## src/rtl/axis_conform_pkg.sv

```systemverilog
// Shared types and constants for the AXI-Stream frame conformer.
package axis_conform_pkg;

    // Default width of the frame-length config and all counters.
    localparam int CNT_W_DEF = 32;

    // cfg_frame_len value that disables padding and truncation.
    localparam int BYPASS_LEN = 0;

    // Core sequencer states.
    typedef enum logic [1:0] {
        ST_PASS = 2'd0,  // forwarding input beats
        ST_PAD  = 2'd1,  // generating pad beats up to the target length
        ST_DROP = 2'd2   // swallowing excess input beats until input tlast
    } conform_state_e;

endpackage : axis_conform_pkg

```

## src/rtl/axis_reg_slice.sv

```systemverilog
// Two-entry AXI-Stream register slice (skid buffer).
// One cycle of latency, full throughput, and the upstream ready is a flop,
// so there is no combinational path from out_ready_i to in_ready_o.
module axis_reg_slice #(
    parameter int PAYLOAD_W = 65
) (
    input  logic                 clk_i,
    input  logic                 rst_i,
    input  logic                 in_valid_i,
    output logic                 in_ready_o,
    input  logic [PAYLOAD_W-1:0] in_data_i,
    output logic                 out_valid_o,
    input  logic                 out_ready_i,
    output logic [PAYLOAD_W-1:0] out_data_o
);

    logic                 out_valid_q, out_valid_d;
    logic [PAYLOAD_W-1:0] out_data_q,  out_data_d;
    logic                 skid_valid_q, skid_valid_d;
    logic [PAYLOAD_W-1:0] skid_data_q,  skid_data_d;
    logic                 ready_q, ready_d;
    logic                 in_fire;

    assign in_ready_o  = ready_q;
    assign out_valid_o = out_valid_q;
    assign out_data_o  = out_data_q;
    assign in_fire     = in_valid_i & ready_q;

    // Next-state: refill the output register from the skid entry first,
    // otherwise from the input; park the input in the skid entry when stalled.
    always_comb begin
        out_valid_d  = out_valid_q;
        out_data_d   = out_data_q;
        skid_valid_d = skid_valid_q;
        skid_data_d  = skid_data_q;
        if (out_ready_i || !out_valid_q) begin
            if (skid_valid_q) begin
                // ready_q is low whenever the skid entry is full, so no input here
                out_valid_d  = 1'b1;
                out_data_d   = skid_data_q;
                skid_valid_d = 1'b0;
            end else begin
                out_valid_d = in_fire;
                if (in_fire) begin
                    out_data_d = in_data_i;
                end
            end
        end else if (in_fire) begin
            skid_valid_d = 1'b1;
            skid_data_d  = in_data_i;
        end
        ready_d = !skid_valid_d;
    end

    // State registers; reset empties both entries and holds ready low.
    always_ff @(posedge clk_i) begin
        if (rst_i) begin
            out_valid_q  <= 1'b0;
            out_data_q   <= '0;
            skid_valid_q <= 1'b0;
            skid_data_q  <= '0;
            ready_q      <= 1'b0;
        end else begin
            out_valid_q  <= out_valid_d;
            out_data_q   <= out_data_d;
            skid_valid_q <= skid_valid_d;
            skid_data_q  <= skid_data_d;
            ready_q      <= ready_d;
        end
    end

endmodule : axis_reg_slice

```

## src/rtl/axis_frame_conform.sv

```systemverilog
// AXI-Stream frame length conformer: pads short frames with PAD_VALUE beats
// and (optionally) truncates long frames so every frame carries exactly the
// configured number of beats. Output is registered through a skid slice.
module axis_frame_conform
    import axis_conform_pkg::*;
#(
    parameter int              DATA_W    = 64,
    parameter int              CNT_W     = CNT_W_DEF,
    parameter logic [DATA_W-1:0] PAD_VALUE = '0,
    parameter bit              TRUNC_EN  = 1'b1
) (
    input  logic              s_axis_aclk,
    input  logic              s_axis_areset,
    input  logic [CNT_W-1:0]  cfg_frame_len,
    output logic              s_axis_tready,
    input  logic [DATA_W-1:0] s_axis_tdata,
    input  logic              s_axis_tlast,
    input  logic              s_axis_tvalid,
    input  logic              m_axis_tready,
    output logic [DATA_W-1:0] m_axis_tdata,
    output logic              m_axis_tlast,
    output logic              m_axis_tvalid,
    output logic              m_axis_hsked,
    output logic [CNT_W-1:0]  stat_padded,
    output logic [CNT_W-1:0]  stat_truncated,
    output logic              busy
);

    localparam logic [CNT_W-1:0] IDX_FIRST = CNT_W'(1);

    conform_state_e    state_q, state_d;
    logic [CNT_W-1:0]  beat_idx_q, beat_idx_d;
    logic [CNT_W-1:0]  tgt_q, tgt_d;
    logic [CNT_W-1:0]  stat_pad_q, stat_pad_d;
    logic [CNT_W-1:0]  stat_trunc_q, stat_trunc_d;

    // Beat presented to the skid slice by the sequencer.
    logic              core_valid;
    logic              core_ready;
    logic              core_last;
    logic [DATA_W-1:0] core_data;

    logic              first_beat;
    logic [CNT_W-1:0]  cur_tgt;
    logic              bypass;
    logic              in_fire;
    logic              short_end;
    logic              long_cut;
    logic [DATA_W:0]   slice_out;

    // On the first beat of a frame the live config is the target; after that
    // the latched copy is used so mid-frame config writes are ignored.
    assign first_beat = (beat_idx_q == IDX_FIRST);
    assign cur_tgt    = first_beat ? cfg_frame_len : tgt_q;
    assign bypass     = (cur_tgt == CNT_W'(BYPASS_LEN));
    assign in_fire    = s_axis_tvalid & s_axis_tready;

    // Frame ended early: needs padding. Frame reached target without tlast:
    // needs truncation. Neither applies in bypass.
    assign short_end  = !bypass && s_axis_tlast && (beat_idx_q < cur_tgt);
    assign long_cut   = !bypass && !s_axis_tlast && TRUNC_EN && (beat_idx_q == cur_tgt);

    // Sequencer next-state, beat generation and statistics.
    always_comb begin
        state_d       = state_q;
        beat_idx_d    = beat_idx_q;
        tgt_d         = tgt_q;
        stat_pad_d    = stat_pad_q;
        stat_trunc_d  = stat_trunc_q;
        s_axis_tready = 1'b0;
        core_valid    = 1'b0;
        core_data     = s_axis_tdata;
        core_last     = 1'b0;
        unique case (state_q)
            ST_PASS: begin
                s_axis_tready = core_ready;
                core_valid    = s_axis_tvalid;
                if (bypass) begin
                    core_last = s_axis_tlast;
                end else if (s_axis_tlast) begin
                    // beat_idx > tgt only happens when long frames are forwarded
                    core_last = (beat_idx_q >= cur_tgt);
                end else begin
                    core_last = long_cut;
                end
                if (in_fire) begin
                    if (first_beat) begin
                        tgt_d = cfg_frame_len;
                    end
                    beat_idx_d = core_last ? IDX_FIRST : beat_idx_q + CNT_W'(1);
                    if (short_end) begin
                        state_d    = ST_PAD;
                        stat_pad_d = stat_pad_q + CNT_W'(1);
                    end else if (long_cut) begin
                        state_d      = ST_DROP;
                        stat_trunc_d = stat_trunc_q + CNT_W'(1);
                    end
                end
            end
            ST_PAD: begin
                core_valid = 1'b1;
                core_data  = PAD_VALUE;
                core_last  = (beat_idx_q == tgt_q);
                if (core_ready) begin
                    if (core_last) begin
                        state_d    = ST_PASS;
                        beat_idx_d = IDX_FIRST;
                    end else begin
                        beat_idx_d = beat_idx_q + CNT_W'(1);
                    end
                end
            end
            ST_DROP: begin
                // beat_idx is already back at 1 from the truncating tlast
                s_axis_tready = 1'b1;
                if (s_axis_tvalid && s_axis_tlast) begin
                    state_d = ST_PASS;
                end
            end
            default: begin
                state_d    = ST_PASS;
                beat_idx_d = IDX_FIRST;
            end
        endcase
    end

    // Sequencer registers; reset abandons any partial frame.
    always_ff @(posedge s_axis_aclk) begin
        if (s_axis_areset) begin
            state_q      <= ST_PASS;
            beat_idx_q   <= IDX_FIRST;
            tgt_q        <= '0;
            stat_pad_q   <= '0;
            stat_trunc_q <= '0;
        end else begin
            state_q      <= state_d;
            beat_idx_q   <= beat_idx_d;
            tgt_q        <= tgt_d;
            stat_pad_q   <= stat_pad_d;
            stat_trunc_q <= stat_trunc_d;
        end
    end

    axis_reg_slice #(
        .PAYLOAD_W (DATA_W + 1)
    ) u_slice (
        .clk_i       (s_axis_aclk),
        .rst_i       (s_axis_areset),
        .in_valid_i  (core_valid),
        .in_ready_o  (core_ready),
        .in_data_i   ({core_last, core_data}),
        .out_valid_o (m_axis_tvalid),
        .out_ready_i (m_axis_tready),
        .out_data_o  (slice_out)
    );

    assign m_axis_tlast   = slice_out[DATA_W];
    assign m_axis_tdata   = slice_out[DATA_W-1:0];
    assign m_axis_hsked   = m_axis_tvalid & m_axis_tready;
    assign stat_padded    = stat_pad_q;
    assign stat_truncated = stat_trunc_q;
    assign busy           = (state_q != ST_PASS) || (beat_idx_q != IDX_FIRST);

endmodule : axis_frame_conform

```

## config.mk

```make
export PLATFORM = sky130hd
export DESIGN_NAME = axis_frame_conform
export DESIGN_NICKNAME = d
export VERILOG_FILES = /design/src/rtl/axis_conform_pkg.sv /design/src/rtl/axis_reg_slice.sv /design/src/rtl/axis_frame_conform.sv
export SDC_FILE = /design/constraint.sdc
export NUM_CORES = 1
export LEC_CHECK = 0
export CORE_UTILIZATION = 55
export CTS_BUF_LIST = sky130_fd_sc_hd__clkbuf_4
export DETAILED_ROUTE_END_ITERATION = 6
export PLACE_DENSITY = 0.84
export SLEW_MARGIN = 15
export SYNTH_ARGS = -nofsm -noshare
export SYNTH_HDL_FRONTEND = slang
export SYNTH_HIERARCHICAL = 1
export SYNTH_SLANG_ARGS = --single-unit
export TNS_END_PERCENT = 10
```

## constraint.sdc

```tcl
create_clock -name s_axis_aclk -period 7.91 [get_ports s_axis_aclk]
set_clock_uncertainty 0.2 [all_clocks]
set_input_delay 1.582 -clock s_axis_aclk [delete_from_list [all_inputs] [get_ports s_axis_aclk]]
set_output_delay 1.582 -clock s_axis_aclk [all_outputs]
set_load 0.05 [all_outputs]
```

==> impl_results.html, run 1 <==
<h2>Synthesis and place &amp; route</h2>
<table>
<tr><th>Metric</th><th>Value</th></tr>
<tr><th colspan="2">Power</th></tr>
<tr><td>Power after layout</td><td>3.28 mW</td></tr>
<tr><td>Static leakage</td><td>6.33 nW</td></tr>
<tr><td>Worst-case vdd ir drop</td><td>0.127 mV</td></tr>
<tr><th colspan="2">Final timing</th></tr>
<tr><td>Shortest period the worst path allows</td><td>5750 ps</td></tr>
<tr><td>Least setup slack across all paths after layout</td><td>2160 ps</td></tr>
<tr><td>Final hold vios</td><td>0</td></tr>
<tr><td>Setup repair after global routing missed its margin</td><td>no</td></tr>
<tr><td>Headroom to the max-slew limit</td><td>0.241</td></tr>
<tr><td>Measured slew at the worst slew-check pin</td><td>1140 ps</td></tr>
<tr><td>Setup TNS</td><td>0 ps</td></tr>
<tr><td>Worst slack on hold paths</td><td>253 ps</td></tr>
<tr><th colspan="2">Synthesis</th></tr>
<tr><td>Cells after synthesis</td><td>1604</td></tr>
<tr><td>Xor and xnor fraction of the mapped netlist area</td><td>0.0328</td></tr>
<tr><td>Most frequent cell after synthesis</td><td>dfxtp_1</td></tr>
<tr><td>Post-synthesis average cell area</td><td>8.65 um^2</td></tr>
<tr><td>Seq/Total Area, Yosys</td><td>0.380</td></tr>
<tr><td>Area share of and-or/or-and cells after synthesis</td><td>0.155</td></tr>
<tr><td>Cell types with the highest counts after synthesis</td><td>dfxtp_1, nand2_1, a21oi_1</td></tr>
<tr><td>Number of cells in Yosys stat</td><td>1604</td></tr>
<tr><td>Number of nets at floorplan</td><td>1741</td></tr>
<tr><td>Synthesized-area fraction occupied by and/or/nand/nor cells</td><td>0.238</td></tr>
<tr><td>Mapped cell area</td><td>13900 um^2</td></tr>
<tr><td>Fraction of synthesized cell area taken by the top area cell type</td><td>0.380</td></tr>
<tr><td>Netlist cell types</td><td>62</td></tr>
<tr><th colspan="2">Final layout</th></tr>
<tr><td>Ratio of cells with drive above 1 in the final layout</td><td>0.123</td></tr>
<tr><td>Synth-to-Final Area Change</td><td>23.1%</td></tr>
<tr><td>Final Cell Area</td><td>17100 um^2</td></tr>
<tr><td>Net count of the finished layout</td><td>1944</td></tr>
<tr><td>Gate Area</td><td>8010 um^2</td></tr>
<tr><td>Sequential cell area</td><td>5270 um^2</td></tr>
<tr><th colspan="2">Route</th></tr>
<tr><td>Number of DRC violations after detailed routing</td><td>0</td></tr>
<tr><td>Count of routing violations after the opening detailed-route iteration</td><td>967</td></tr>
<tr><td>Via-per-instance ratio</td><td>5.81</td></tr>
<tr><td>Amount of wire on met2 after detailed routing</td><td>18000 um</td></tr>
<tr><td>Number of iterations in the first detailed-routing pass</td><td>5</td></tr>
<tr><td>Met3 Wirelength</td><td>2370 um</td></tr>
<tr><td>Highest metal used</td><td>met4</td></tr>
<tr><td>Met1 Wirelength</td><td>16100 um</td></tr>
<tr><th colspan="2">Global routing</th></tr>
<tr><td>Most used routing layer</td><td>met2</td></tr>
<tr><td>GRT met1 Usage</td><td>0.361</td></tr>
<tr><td>Met2 capacity usage during global routing</td><td>0.466</td></tr>
<tr><td>Pin count of the biggest net entering global routing</td><td>124</td></tr>
<tr><td>First-pass GRT wire length</td><td>60200 um</td></tr>
<tr><th colspan="2">Critical path</th></tr>
<tr><td>Max incr delay on CP</td><td>670 ps</td></tr>
<tr><td>Crit path capture type</td><td>flop</td></tr>
<tr><td>Worst Path Arrival</td><td>6120 ps</td></tr>
<tr><td>Sort of element at the start of the critical path</td><td>flop</td></tr>
<tr><td>Slowest stage cell on the critical path</td><td>or4b_4</td></tr>
<tr><td>Maximum fanout along the worst path</td><td>44</td></tr>
<tr><td>Cells traversed along the worst timing path</td><td>nor4_1 &gt; nand4_1 &gt; nor2_4 &gt; buf_4 &gt; mux2i_1 &gt; ha_1 &gt; a21oi_1 &gt; o21ai_0 &gt; a221oi_1 &gt; nor2b_1 &gt; or4b_4 &gt; o21ai_4 &gt; buf_4 &gt; nand2_2 &gt; o311ai_1</td></tr>
<tr><td>Critical path's most frequent cell</td><td>buf_4</td></tr>
<tr><td>Crit path kind</td><td>flop to flop</td></tr>
<tr><th colspan="2">Clock network</th></tr>
<tr><td>CTS Root Buffer Type</td><td>clkbuf_4</td></tr>
<tr><td>Level count of the clock H-tree</td><td>3</td></tr>
<tr><td>Buffers from clock root to sink, at most</td><td>3</td></tr>
<tr><td>Number of cells upsized or downsized after cts</td><td>0</td></tr>
<tr><td>Sink count of the clock tree</td><td>263</td></tr>
<tr><th colspan="2">Placed design</th></tr>
<tr><td>Cell Area, Placed</td><td>16200 um^2</td></tr>
<tr><td>Count of input and output buffers</td><td>233</td></tr>
<tr><td>HPWL after DPL</td><td>24300 um</td></tr>
<tr><td>RePlAce Congestion</td><td>0.899</td></tr>
<tr><th colspan="2">Run status</th></tr>
<tr><td>Run status</td><td>completed</td></tr>
<tr><th colspan="2">Worst hold path</th></tr>
<tr><td>Path class of the lowest-slack min-delay path</td><td>flop to flop</td></tr>
<tr><th colspan="2">Floorplan</th></tr>
<tr><td>Die height</td><td>161 um</td></tr>
</table>
[run 1: stage by stage]
stage | util | instances
after global placement | 0.659 | 2055
after detailed placement | 0.659 | 2055
final | 0.696 | 2178
after floorplan | - | 1604
after CTS | 0.695 | 2176
after global routing | 0.696 | 2178
[run 1: sequential cells by signal (all words and copies together) (netlist names)]
signal	flops
state_q	2
tgt_q	32
u_slice/out_valid_o	1
beat_idx_q	32
stat_padded	32
u_slice/out_data_o	65
u_slice/skid_data_q	65
u_slice/in_ready_o	1
stat_truncated	32
u_slice/skid_valid_q	1
[run 1: critical path, delay by kind of cell (launching register included)]
| family | cells | cell delay, ps |
|---|---|---|
| fa+ha+maj | 1 | 250 |
| simple gates | 6 | 2370 |
| flops | 1 | 410 |
| buf+inv | 2 | 820 |
| mux | 1 | 230 |
| compound gates | 5 | 1330 |
[run 1: worst paths after layout]
| path | start | end | slack [ps] | depth (start not counted) |
|---|---|---|---|---|
| min | u_slice/skid_data_q[8] | u_slice/skid_data_q[8] | 250 | 2 |
| max | beat_idx_q[19] | beat_idx_q[4] | 2160 | 15 |
| min reg2reg | u_slice/skid_data_q[8] | u_slice/skid_data_q[8] | 250 | 2 |
| max reg2reg | beat_idx_q[19] | beat_idx_q[4] | 2160 | 15 |
[run 1: final cells by class]
class,instances,share of cell area
Clock buffer,100,0.0440
Clock inverter,21,0.00784
Sequential cell,263,0.309
Tap cell,324,0.0237
Timing Repair Buffer,244,0.143
Inverter,18,0.00396
Antenna cell,1,0.000147
Multi-Input combinational cell,1207,0.469
[run 1: where the power goes]
| group | switching (mW) | internal, mW | leakage (nW) |
|---|---|---|---|
| combinational | 0.393 | 0.254 | 3.67 |
| clock | 0.592 | 0.622 | 0.527 |
| sequential | 0.0424 | 1.37 | 2.14 |
| total | 1.03 | 2.25 | 6.33 |
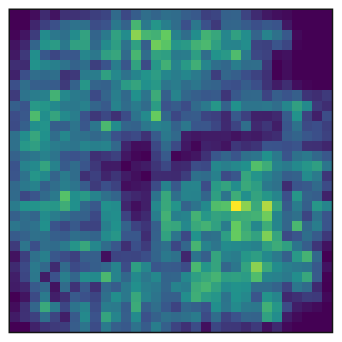
Run 1: routed metal per tile
Scale: 2 px per um. 32 x 32 tiles, from dark purple (low) to yellow (high), scaled to the fullest tile. Values are wire area over tile area, all layers added.
emptiest ninth of the die: upper right
densest ninth of the die: top center
fullest tile: 0.72
tiles over half the peak: 16%
Detailed Route WL: 37600 um
final routed wire length divided by cell count: 17.3 um
total global-route track usage: 0.284
via count of the routed design: 12600

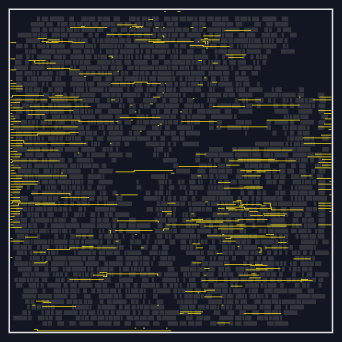
Run 1: met3 routing
Scale: 2 px per um. Cells faint in the background.
longest straight run: 66.7 um
wire length on this layer: 2370 um
nets with wire on the layer: 195
share of all routed wire: 6.3%
GR met3 Demand/Resource: 0.0545

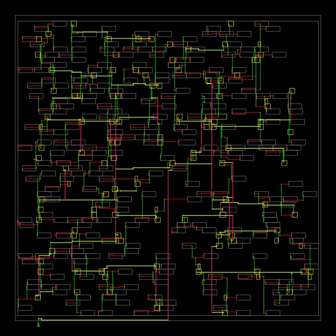
Run 1: clock nets
clk_lat worst skew: 680 ps
CTS buffer count: 73

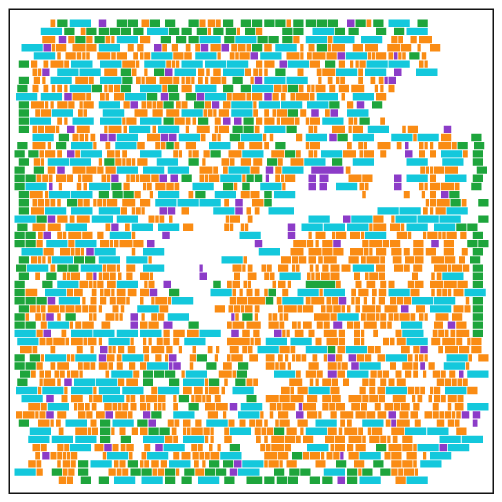
Run 1: placed cells, one color a class
Scale: 3 px per um.
[sequential cells] cyan | cells: 263
[combinational and other logic] orange | cells: 1225
[remaining buffers and delay cells] green | cells: 244
[clock drivers and dummy loads] purple | cells: 121
fin util: 0.696
row cnt: 57
area of the placeable core: 24500 um^2
flop share of the area: 0.309

Run 1, cell sizes after repair:
Scale: 1.5 px per um.
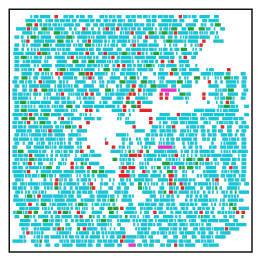

==> run 1 -> run 2 <==
--- a/config.mk
+++ b/config.mk
@@ -5,10 +5,10 @@
 export SDC_FILE = /design/constraint.sdc
 export NUM_CORES = 1
 export LEC_CHECK = 0
-export CORE_UTILIZATION = 55
+export CORE_UTILIZATION = 50
 export CTS_BUF_LIST = sky130_fd_sc_hd__clkbuf_4
 export DETAILED_ROUTE_END_ITERATION = 6
-export PLACE_DENSITY = 0.84
+export PLACE_DENSITY = 0.81
 export SLEW_MARGIN = 15
 export SYNTH_ARGS = -nofsm -noshare
 export SYNTH_HDL_FRONTEND = slang
==> constraint.sdc (replaced) <==
create_clock -name s_axis_aclk -period 5.2 [get_ports s_axis_aclk]
set_clock_uncertainty 0.2 [all_clocks]
set_input_delay 1.04 -clock s_axis_aclk [delete_from_list [all_inputs] [get_ports s_axis_aclk]]
set_output_delay 1.04 -clock s_axis_aclk [all_outputs]
set_load 0.05 [all_outputs]
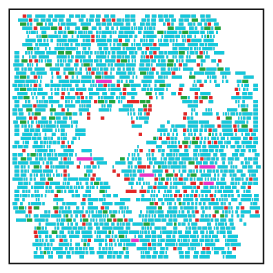
Run 2: cell sizes after repair
Scale: 1.5 px per um.
[_0 and _1 cells] cyan | cells: 1627 | share: 86% | most used: dfxtp_1
[_2 cells] green | cells: 98 | share: 5.2% | most used: a211oi_2
[_3 and _4 cells] red | cells: 153 | share: 8.1% | most used: clkbuf_4
[_6 and larger] magenta | cells: 6 | share: 0.32% | most used: bufinv_16
Synth-to-Final Area Change: 25.7%
Final Cell Area: 17400 um^2
count of plain and timing-repair buffers in the layout: 263

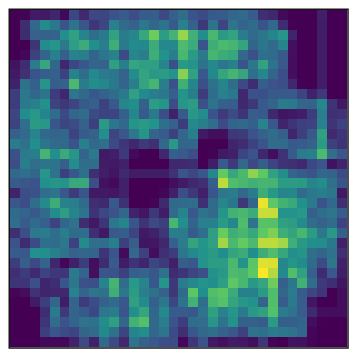
Run 2: routed metal per tile
Scale: 2 px per um. 34 x 34 tiles, from dark purple (low) to yellow (high), scaled to the fullest tile. Values are wire area over tile area, all layers added.
nearly empty tiles: 8.5%
fullest tile: 0.70
mean over tiles: 0.22
densest ninth of the die: top center
tiles over half the peak: 18%
Detailed Route WL: 38600 um
via count of the routed design: 12900
total global-route track usage: 0.266
final routed wire length divided by cell count: 17.1 um

==> run 2 against run 1 <==
- area after synthesis is the same
- hold slack gained 0.92 ps
- first-iteration DRC count grew 2.6%
- register-to-register slack got worse by 1900 ps
- die area grew 9.9%
- wire length increased by 2.5%
- global-route usage down 1.8 points
==> impl_results.html, run 2 <==
<h2>Synthesis and place &amp; route</h2>
<table>
<tr><th>Metric</th><th>Value</th></tr>
<tr><th colspan="2">Critical path</th></tr>
<tr><td>Register-to-register path setup slack</td><td>260 ps (-1900 ps)</td></tr>
<tr><td>Worst setup path start</td><td>beat_idx_q[29]</td></tr>
<tr><td>Sort of element at the start of the critical path</td><td>flop</td></tr>
<tr><td>Slowest stage cell on the critical path</td><td>or4b_4</td></tr>
<tr><td>Max incr delay on CP</td><td>620 ps (-50 ps)</td></tr>
<tr><td>Required @ worst endpoint</td><td>5630 ps</td></tr>
<tr><td>Count of cell instances traversed by the critical path</td><td>15 (unchanged)</td></tr>
<tr><td>Capturing instance or port of the critical path</td><td>beat_idx_q[11]</td></tr>
<tr><td>Worst R2R End</td><td>beat_idx_q[11]</td></tr>
<tr><td>Maximum fanout along the worst path</td><td>43 (-2.3%)</td></tr>
<tr><td>R2r startpoint</td><td>beat_idx_q[29]</td></tr>
<tr><td>Crit path kind</td><td>flop to flop</td></tr>
<tr><td>Kind of cell adding the most delay to the critical path</td><td>simple AND/OR/NAND/NOR gates</td></tr>
<tr><td>Cells traversed along the worst timing path</td><td>nor4_1 &gt; nand4_1 &gt; nor2_4 &gt; buf_12 &gt; mux2i_1 &gt; ha_1 &gt; nand4_1 &gt; nor2_1 &gt; a221oi_1 &gt; nand3_1 &gt; or4b_4 &gt; o21ai_4 &gt; buf_4 &gt; a21oi_1 &gt; mux2i_1</td></tr>
<tr><td>Count of cells along the worst register-to-register path</td><td>15 (unchanged)</td></tr>
<tr><td>Crit path capture type</td><td>flop</td></tr>
<tr><td>CP Buf/Inv Count</td><td>2 (unchanged)</td></tr>
<tr><td>Worst Path Arrival</td><td>5370 ps (-750 ps)</td></tr>
<tr><th colspan="2">Placed design</th></tr>
<tr><td>RePlAce Congestion</td><td>0.950 (+5.6%)</td></tr>
<tr><td>Cell Area, Placed</td><td>16400 um^2 (+1.3%)</td></tr>
<tr><td>Count of input and output buffers</td><td>233 (unchanged)</td></tr>
<tr><td>HPWL after DPL</td><td>25300 um (+3.9%)</td></tr>
<tr><td>Pre-CTS worst setup slack</td><td>252 ps</td></tr>
<tr><td>DP Cell Count</td><td>2122 (+3.3%)</td></tr>
<tr><th colspan="2">Final timing</th></tr>
<tr><td>Setup TNS</td><td>0 ps (unchanged)</td></tr>
<tr><td>Final tally of setup violations</td><td>0</td></tr>
<tr><td>Period utilization</td><td>0.951</td></tr>
<tr><td>Worst slack on hold paths</td><td>254 ps (+0.917 ps)</td></tr>
<tr><td>Final hold vios</td><td>0 (unchanged)</td></tr>
<tr><td>Shortest period the worst path allows</td><td>4940 ps (-809 ps)</td></tr>
<tr><td>Setup repair after global routing missed its margin</td><td>no</td></tr>
<tr><td>Measured slew at the worst slew-check pin</td><td>1150 ps (+16.1 ps)</td></tr>
<tr><td>Least setup slack across all paths after layout</td><td>256 ps (-1900 ps)</td></tr>
<tr><td>Headroom to the max-slew limit</td><td>0.232 (-0.00886)</td></tr>
<tr><th colspan="2">Run status</th></tr>
<tr><td>Run status</td><td>completed</td></tr>
<tr><th colspan="2">Synthesis</th></tr>
<tr><td>Number of warnings printed during yosys synthesis</td><td>6</td></tr>
<tr><td>Cells after synthesis</td><td>1604 (unchanged)</td></tr>
<tr><td>Cell types with the highest counts after synthesis</td><td>dfxtp_1, nand2_1, a21oi_1</td></tr>
<tr><td>Seq/Total Area, Yosys</td><td>0.380 (unchanged)</td></tr>
<tr><td>Number of nets at floorplan</td><td>1741 (unchanged)</td></tr>
<tr><td>Number of cells in Yosys stat</td><td>1604 (unchanged)</td></tr>
<tr><td>Main area contributors</td><td>dfxtp_1, mux2i_1, a21oi_1</td></tr>
<tr><td>Most frequent cell after synthesis</td><td>dfxtp_1</td></tr>
<tr><td>Yosys stat area</td><td>13900 um^2</td></tr>
<tr><td>Post-synthesis average cell area</td><td>8.65 um^2 (unchanged)</td></tr>
<tr><td>Flip-flops with a built-in enable</td><td>0</td></tr>
<tr><td>Netlist cell types</td><td>62 (unchanged)</td></tr>
<tr><td>Fraction of synthesized cell area taken by the top area cell type</td><td>0.380 (unchanged)</td></tr>
<tr><td>Cell type with the largest total area</td><td>dfxtp_1</td></tr>
<tr><td>Mapped cell area</td><td>13900 um^2 (unchanged)</td></tr>
<tr><th colspan="2">Clock network</th></tr>
<tr><td>Level count of the clock H-tree</td><td>3 (unchanged)</td></tr>
<tr><td>CTS Root Buffer Type</td><td>clkbuf_4</td></tr>
<tr><td>Clock slew seen by the registers of the worst setup and hold paths</td><td>70 ps</td></tr>
<tr><td>Sink count of the clock tree</td><td>263 (unchanged)</td></tr>
<tr><td>TritonCTS clock tree</td><td>built</td></tr>
<tr><td>Buffers from clock root to sink, at most</td><td>3 (unchanged)</td></tr>
<tr><td>CTS buffer count</td><td>76 (+4.1%)</td></tr>
<tr><td>Setup Fix Bufs, Post-CTS</td><td>0</td></tr>
<tr><td>Clk_lat worst skew</td><td>700 ps (+20 ps)</td></tr>
<tr><th colspan="2">Floorplan</th></tr>
<tr><td>Row cnt</td><td>60 (+5.3%)</td></tr>
<tr><td>Area of the placeable core</td><td>27100 um^2 (+10%)</td></tr>
<tr><td>Die height</td><td>169 um (+4.8%)</td></tr>
<tr><td>Horizontal die dimension</td><td>169 um</td></tr>
<tr><th colspan="2">Worst hold path</th></tr>
<tr><td>Hold Path End</td><td>u_slice/skid_data_q[63]</td></tr>
<tr><td>Worst Hold Launch</td><td>u_slice/skid_data_q[63]</td></tr>
<tr><td>Path class of the lowest-slack min-delay path</td><td>flop to flop</td></tr>
<tr><td>Count of cells along the worst hold path</td><td>2 (unchanged)</td></tr>
<tr><th colspan="2">Job</th></tr>
<tr><td>Count of tool warnings</td><td>30</td></tr>
<tr><td>Max-cap violations</td><td>0</td></tr>
<tr><th colspan="2">Route</th></tr>
<tr><td>Count of routing violations after the opening detailed-route iteration</td><td>992 (+2.6%)</td></tr>
<tr><td>Number of iterations in the first detailed-routing pass</td><td>7 (+2)</td></tr>
<tr><td>Via-per-instance ratio</td><td>5.69 (-1.9%)</td></tr>
<tr><td>Number of DRC violations after detailed routing</td><td>0 (unchanged)</td></tr>
<tr><td>Number of nets with antenna violations after routing</td><td>0</td></tr>
<tr><th colspan="2">Final layout</th></tr>
<tr><td>Final Non-Filler Cells</td><td>2257 (+3.6%)</td></tr>
<tr><td>Gate Area</td><td>8010 um^2 (about the same)</td></tr>
<tr><td>Most frequent logic cell in the layout</td><td>dfxtp_1</td></tr>
<tr><td>Ratio of cells with drive above 1 in the final layout</td><td>0.136 (+0.0139)</td></tr>
<tr><td>Fin util</td><td>0.643 (-0.0526)</td></tr>
<tr><td>Net count of the finished layout</td><td>1966 (+1.1%)</td></tr>
<tr><td>Sequential cell area</td><td>5270 um^2 (unchanged)</td></tr>
<tr><th colspan="2">Global routing</th></tr>
<tr><td>Vias in the first global route</td><td>12200</td></tr>
<tr><td>First-pass GRT wire length</td><td>61900 um (+2.8%)</td></tr>
<tr><td>Number of antenna violations at the first check in global routing</td><td>1</td></tr>
<tr><td>Pin count of the biggest net entering global routing</td><td>163 (+31%)</td></tr>
<tr><th colspan="2">Power</th></tr>
<tr><td>Static leakage</td><td>6.51 nW (+2.9%)</td></tr>
<tr><td>Power after layout</td><td>5.21 mW (+59%)</td></tr>
<tr><td>Worst-case vdd ir drop</td><td>0.191 mV (+50%)</td></tr>
</table>
run 2: cell count changes in the layout (fill, tap and decap cells not counted), sizes merged:
cell,delta
clkinvlp,-1
bufinv,+2
buf,+19
clkbuf,+14
inv,-3
run 2: per-layer routing:
layer,GRT usage,up-vias,part of all wire
li1,-,6195,-
met1,0.340,6132,0.44
met2,0.427,419,0.47
met3,0.0507,104,0.055
met4,0.138,0,0.041
met5,0,-,0
run 2: final cells by class:
type	instances	area share
flip-flops and latches	263	0.302
well taps	372	0.0267
multi-input cells	1207	0.459
diodes	1	0.000144
inverters	18	0.00388
repair buffers	263	0.149
clock inverters	19	0.00983
clock buffers	114	0.0491
run 2: power by group:
part	total, mW	switching [mW]	leakage (nW)	internal [mW]
Clock	2.05	0.901	0.605	1.15
Sequential	2.15	0.0615	2.14	2.09
Combinational	1.01	0.614	3.77	0.397
run 2: worst register-to-register path, cell delays in order (launching register included):
cell and delay [ps]:
dfxtp_1 390, nor4_1 390, nand4_1 260, nor2_4 420, buf_12 240, mux2i_1 260
ha_1 280, nand4_1 190, nor2_1 80, a221oi_1 400, nand3_1 140, or4b_4 620
o21ai_4 200, buf_4 430, a21oi_1 190, mux2i_1 200
run 2: cell families (layout without fill, tap and decap cells):
| family | Yosys count | count (layout) | synth area share |
|---|---|---|---|
| AND-OR/OR-AND | 310 | 310 | 0.155 |
| XOR/XNOR | 52 | 52 | 0.0328 |
| adder cells (fa/ha/maj) | 36 | 36 | 0.0325 |
| buffers and inverters | 134 | 414 | 0.0455 |
| flip-flops | 263 | 263 | 0.380 |
| multiplexers | 160 | 160 | 0.117 |
| other | 0 | 1 | 0 |
| AND/OR/NAND/NOR | 649 | 649 | 0.238 |
run 2: repair_timing:
item	CTS	global route
setup endpoints to repair	0	12
resized	0	1
hold buffers	0	0
Run 2, clock nets:
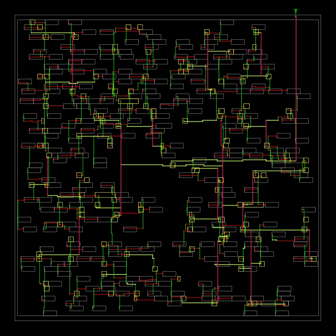

==> run 2 -> run 3 <==
--- a/config.mk
+++ b/config.mk
@@ -8,7 +8,7 @@
 export CORE_UTILIZATION = 50
 export CTS_BUF_LIST = sky130_fd_sc_hd__clkbuf_4
 export DETAILED_ROUTE_END_ITERATION = 6
-export PLACE_DENSITY = 0.81
+export PLACE_DENSITY = 0.89
 export SLEW_MARGIN = 15
 export SYNTH_ARGS = -nofsm -noshare
 export SYNTH_HDL_FRONTEND = slang
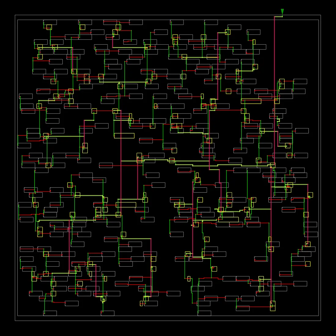
Run 3: clock nets
sequential cell count: 263
Clock Buffer Count: 109
clk_lat worst skew: 670 ps
clock-net power: 2.04 mW

==> run 3 against run 2 <==
- hold slack lost 1.6 ps
- critical path type unchanged
- combinational power is essentially flat
- first-iteration DRC count shrank 11%
- register-to-register slack gained 20 ps
- largest cell class unchanged
- synthesized cell count is the same
==> impl_results.html, run 3 <==
<h2>Synthesis and place &amp; route</h2>
<table>
<tr><th>Metric</th><th>Value</th></tr>
<tr><th colspan="2">Final layout</th></tr>
<tr><td>Ratio of cells with drive above 1 in the final layout</td><td>0.136 (-0.000289)</td></tr>
<tr><td>Final Cell Area</td><td>17500 um^2 (+0.27%)</td></tr>
<tr><td>Final Non-Filler Cells</td><td>2262 (+0.22%)</td></tr>
<tr><td>Net count of the finished layout</td><td>1970 (+0.20%)</td></tr>
<tr><td>Sequential cell area</td><td>5270 um^2 (unchanged)</td></tr>
<tr><td>Fin util</td><td>0.645 (+0.00171)</td></tr>
<tr><th colspan="2">Critical path</th></tr>
<tr><td>Count of cell instances traversed by the critical path</td><td>16 (+1)</td></tr>
<tr><td>Required @ worst endpoint</td><td>5590 ps (-40 ps)</td></tr>
<tr><td>Register-to-register path setup slack</td><td>270 ps (+20 ps)</td></tr>
<tr><td>Kind of cell adding the most delay to the critical path</td><td>simple AND/OR/NAND/NOR gates</td></tr>
<tr><td>Worst R2R End</td><td>beat_idx_q[8]</td></tr>
<tr><td>Cells traversed along the worst timing path</td><td>ha_1 &gt; nor4b_2 &gt; nand4_1 &gt; nor2_4 &gt; buf_12 &gt; mux2i_1 &gt; ha_1 &gt; a21oi_1 &gt; o21ai_0 &gt; a221oi_2 &gt; nor2b_1 &gt; or4b_4 &gt; o21ai_4 &gt; buf_4 &gt; a21oi_1 &gt; mux2i_1</td></tr>
<tr><td>R2r startpoint</td><td>beat_idx_q[0]</td></tr>
<tr><th colspan="2">Placed design</th></tr>
<tr><td>Cell Area, Placed</td><td>16400 um^2 (+0.32%)</td></tr>
<tr><td>DP Cell Count</td><td>2129 (+0.33%)</td></tr>
<tr><td>Pre-CTS worst setup slack</td><td>111 ps (-141 ps)</td></tr>
<tr><td>RePlAce Congestion</td><td>0.952 (+0.29%)</td></tr>
<tr><th colspan="2">Global routing</th></tr>
<tr><td>Vias in the first global route</td><td>12600 (+3.1%)</td></tr>
<tr><td>Pin count of the biggest net entering global routing</td><td>110 (-33%)</td></tr>
<tr><th colspan="2">Final timing</th></tr>
<tr><td>Period utilization</td><td>0.948 (-0.00316)</td></tr>
<tr><td>Headroom to the max-slew limit</td><td>0.237 (+0.00485)</td></tr>
<tr><td>Measured slew at the worst slew-check pin</td><td>1150 ps (-6.04 ps)</td></tr>
<tr><th colspan="2">Worst hold path</th></tr>
<tr><td>Path class of the lowest-slack min-delay path</td><td>flop to flop</td></tr>
<tr><th colspan="2">Synthesis</th></tr>
<tr><td>Number of cells in Yosys stat</td><td>1604 (unchanged)</td></tr>
<tr><td>Number of nets at floorplan</td><td>1741 (unchanged)</td></tr>
<tr><td>Number of warnings printed during yosys synthesis</td><td>6 (unchanged)</td></tr>
<tr><td>Cell type with the largest total area</td><td>dfxtp_1</td></tr>
<tr><td>Flip-flops with a built-in enable</td><td>0 (unchanged)</td></tr>
<tr><td>Mapped cell area</td><td>13900 um^2 (unchanged)</td></tr>
<tr><td>Most frequent cell after synthesis</td><td>dfxtp_1</td></tr>
<tr><td>Fraction of synthesized cell area taken by the top area cell type</td><td>0.380 (unchanged)</td></tr>
<tr><th colspan="2">Route</th></tr>
<tr><td>Highest metal used</td><td>met4</td></tr>
<tr><td>Number of DRC violations after detailed routing</td><td>0 (unchanged)</td></tr>
<tr><td>Met3 Wirelength</td><td>2120 um (+0.62%)</td></tr>
<tr><td>Number of nets with antenna violations after routing</td><td>0 (unchanged)</td></tr>
<tr><th colspan="2">Clock network</th></tr>
<tr><td>Buffers from clock root to sink, at most</td><td>3 (unchanged)</td></tr>
<tr><td>CTS buffer count</td><td>73 (-3.9%)</td></tr>
<tr><td>Level count of the clock H-tree</td><td>3 (unchanged)</td></tr>
<tr><th colspan="2">Power</th></tr>
<tr><td>Worst-case vdd ir drop</td><td>0.162 mV (-15%)</td></tr>
<tr><td>Static leakage</td><td>6.55 nW (+0.51%)</td></tr>
<tr><th colspan="2">Run status</th></tr>
<tr><td>Run status</td><td>completed</td></tr>
</table>
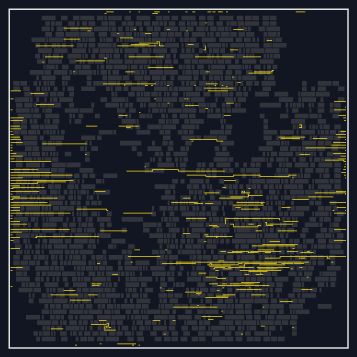
Run 3: met3 routing
Scale: 2 px per um. Cells faint in the background.
main direction: horizontal
wire length on this layer: 2120 um
longest straight run: 66.2 um
Detailed Route WL: 39100 um
via count of the routed design: 12900
GR met3 Demand/Resource: 0.0517

==> run 3: cell counts after synthesis <==
Identical to the previous run, type by type.
==> run 3: worst max path at each step <==
| stage | startpoint | to |
|---|---|---|
| 6_report | beat_idx_q[0] | beat_idx_q[8] |
| 3_5_place_dp | beat_idx_q[0] | beat_idx_q[10] |
| 2_1_floorplan | beat_idx_q[0] | stat_truncated[23] |
| 3_3_place_gp | beat_idx_q[0] | beat_idx_q[10] |
| 5_1_grt | beat_idx_q[0] | beat_idx_q[17] |
| 4_1_cts | beat_idx_q[0] | beat_idx_q[10] |
==> run 3: cells by family (layout without fill, tap and decap cells) <==
logic type	after synthesis	count (layout)	share of synthesized area
simple gates	649	649	0.238
compound gates	310	310	0.155
flops	263	263	0.380
mux	160	160	0.117
buf+inv	134	418	0.0455
xor+xnor	52	52	0.0328
fa+ha+maj	36	36	0.0325
other cells	0	2	0
==> run 3: layout make-up <==
type	count	share of cell area
Tap cell	372	0.0266
Clock buffer	109	0.0468
Timing Repair Buffer	270	0.151
Multi-Input combinational cell	1207	0.459
Antenna cell	2	0.000286
Clock inverter	21	0.0105
Sequential cell	263	0.301
Inverter	18	0.00386
==> run 3: per-stage QoR <==
step	TNS, ps	hold WS [ps]
3_3_place_gp	0	241
2_1_floorplan	0	236
5_1_grt	-5.00	271
6_report	0	252
4_1_cts	0	254
3_5_place_dp	0	246
==> run 3: power breakdown <==
| part | leakage (nW) | switching [mW] | total (mW) | internal, mW |
|---|---|---|---|---|
| Combinational | 3.82 | 0.605 | 1.00 | 0.395 |
| Clock | 0.587 | 0.882 | 2.04 | 1.16 |
| Sequential | 2.14 | 0.0643 | 2.15 | 2.09 |
Power figures rest on the tool's default switching activity, not on a simulated workload.
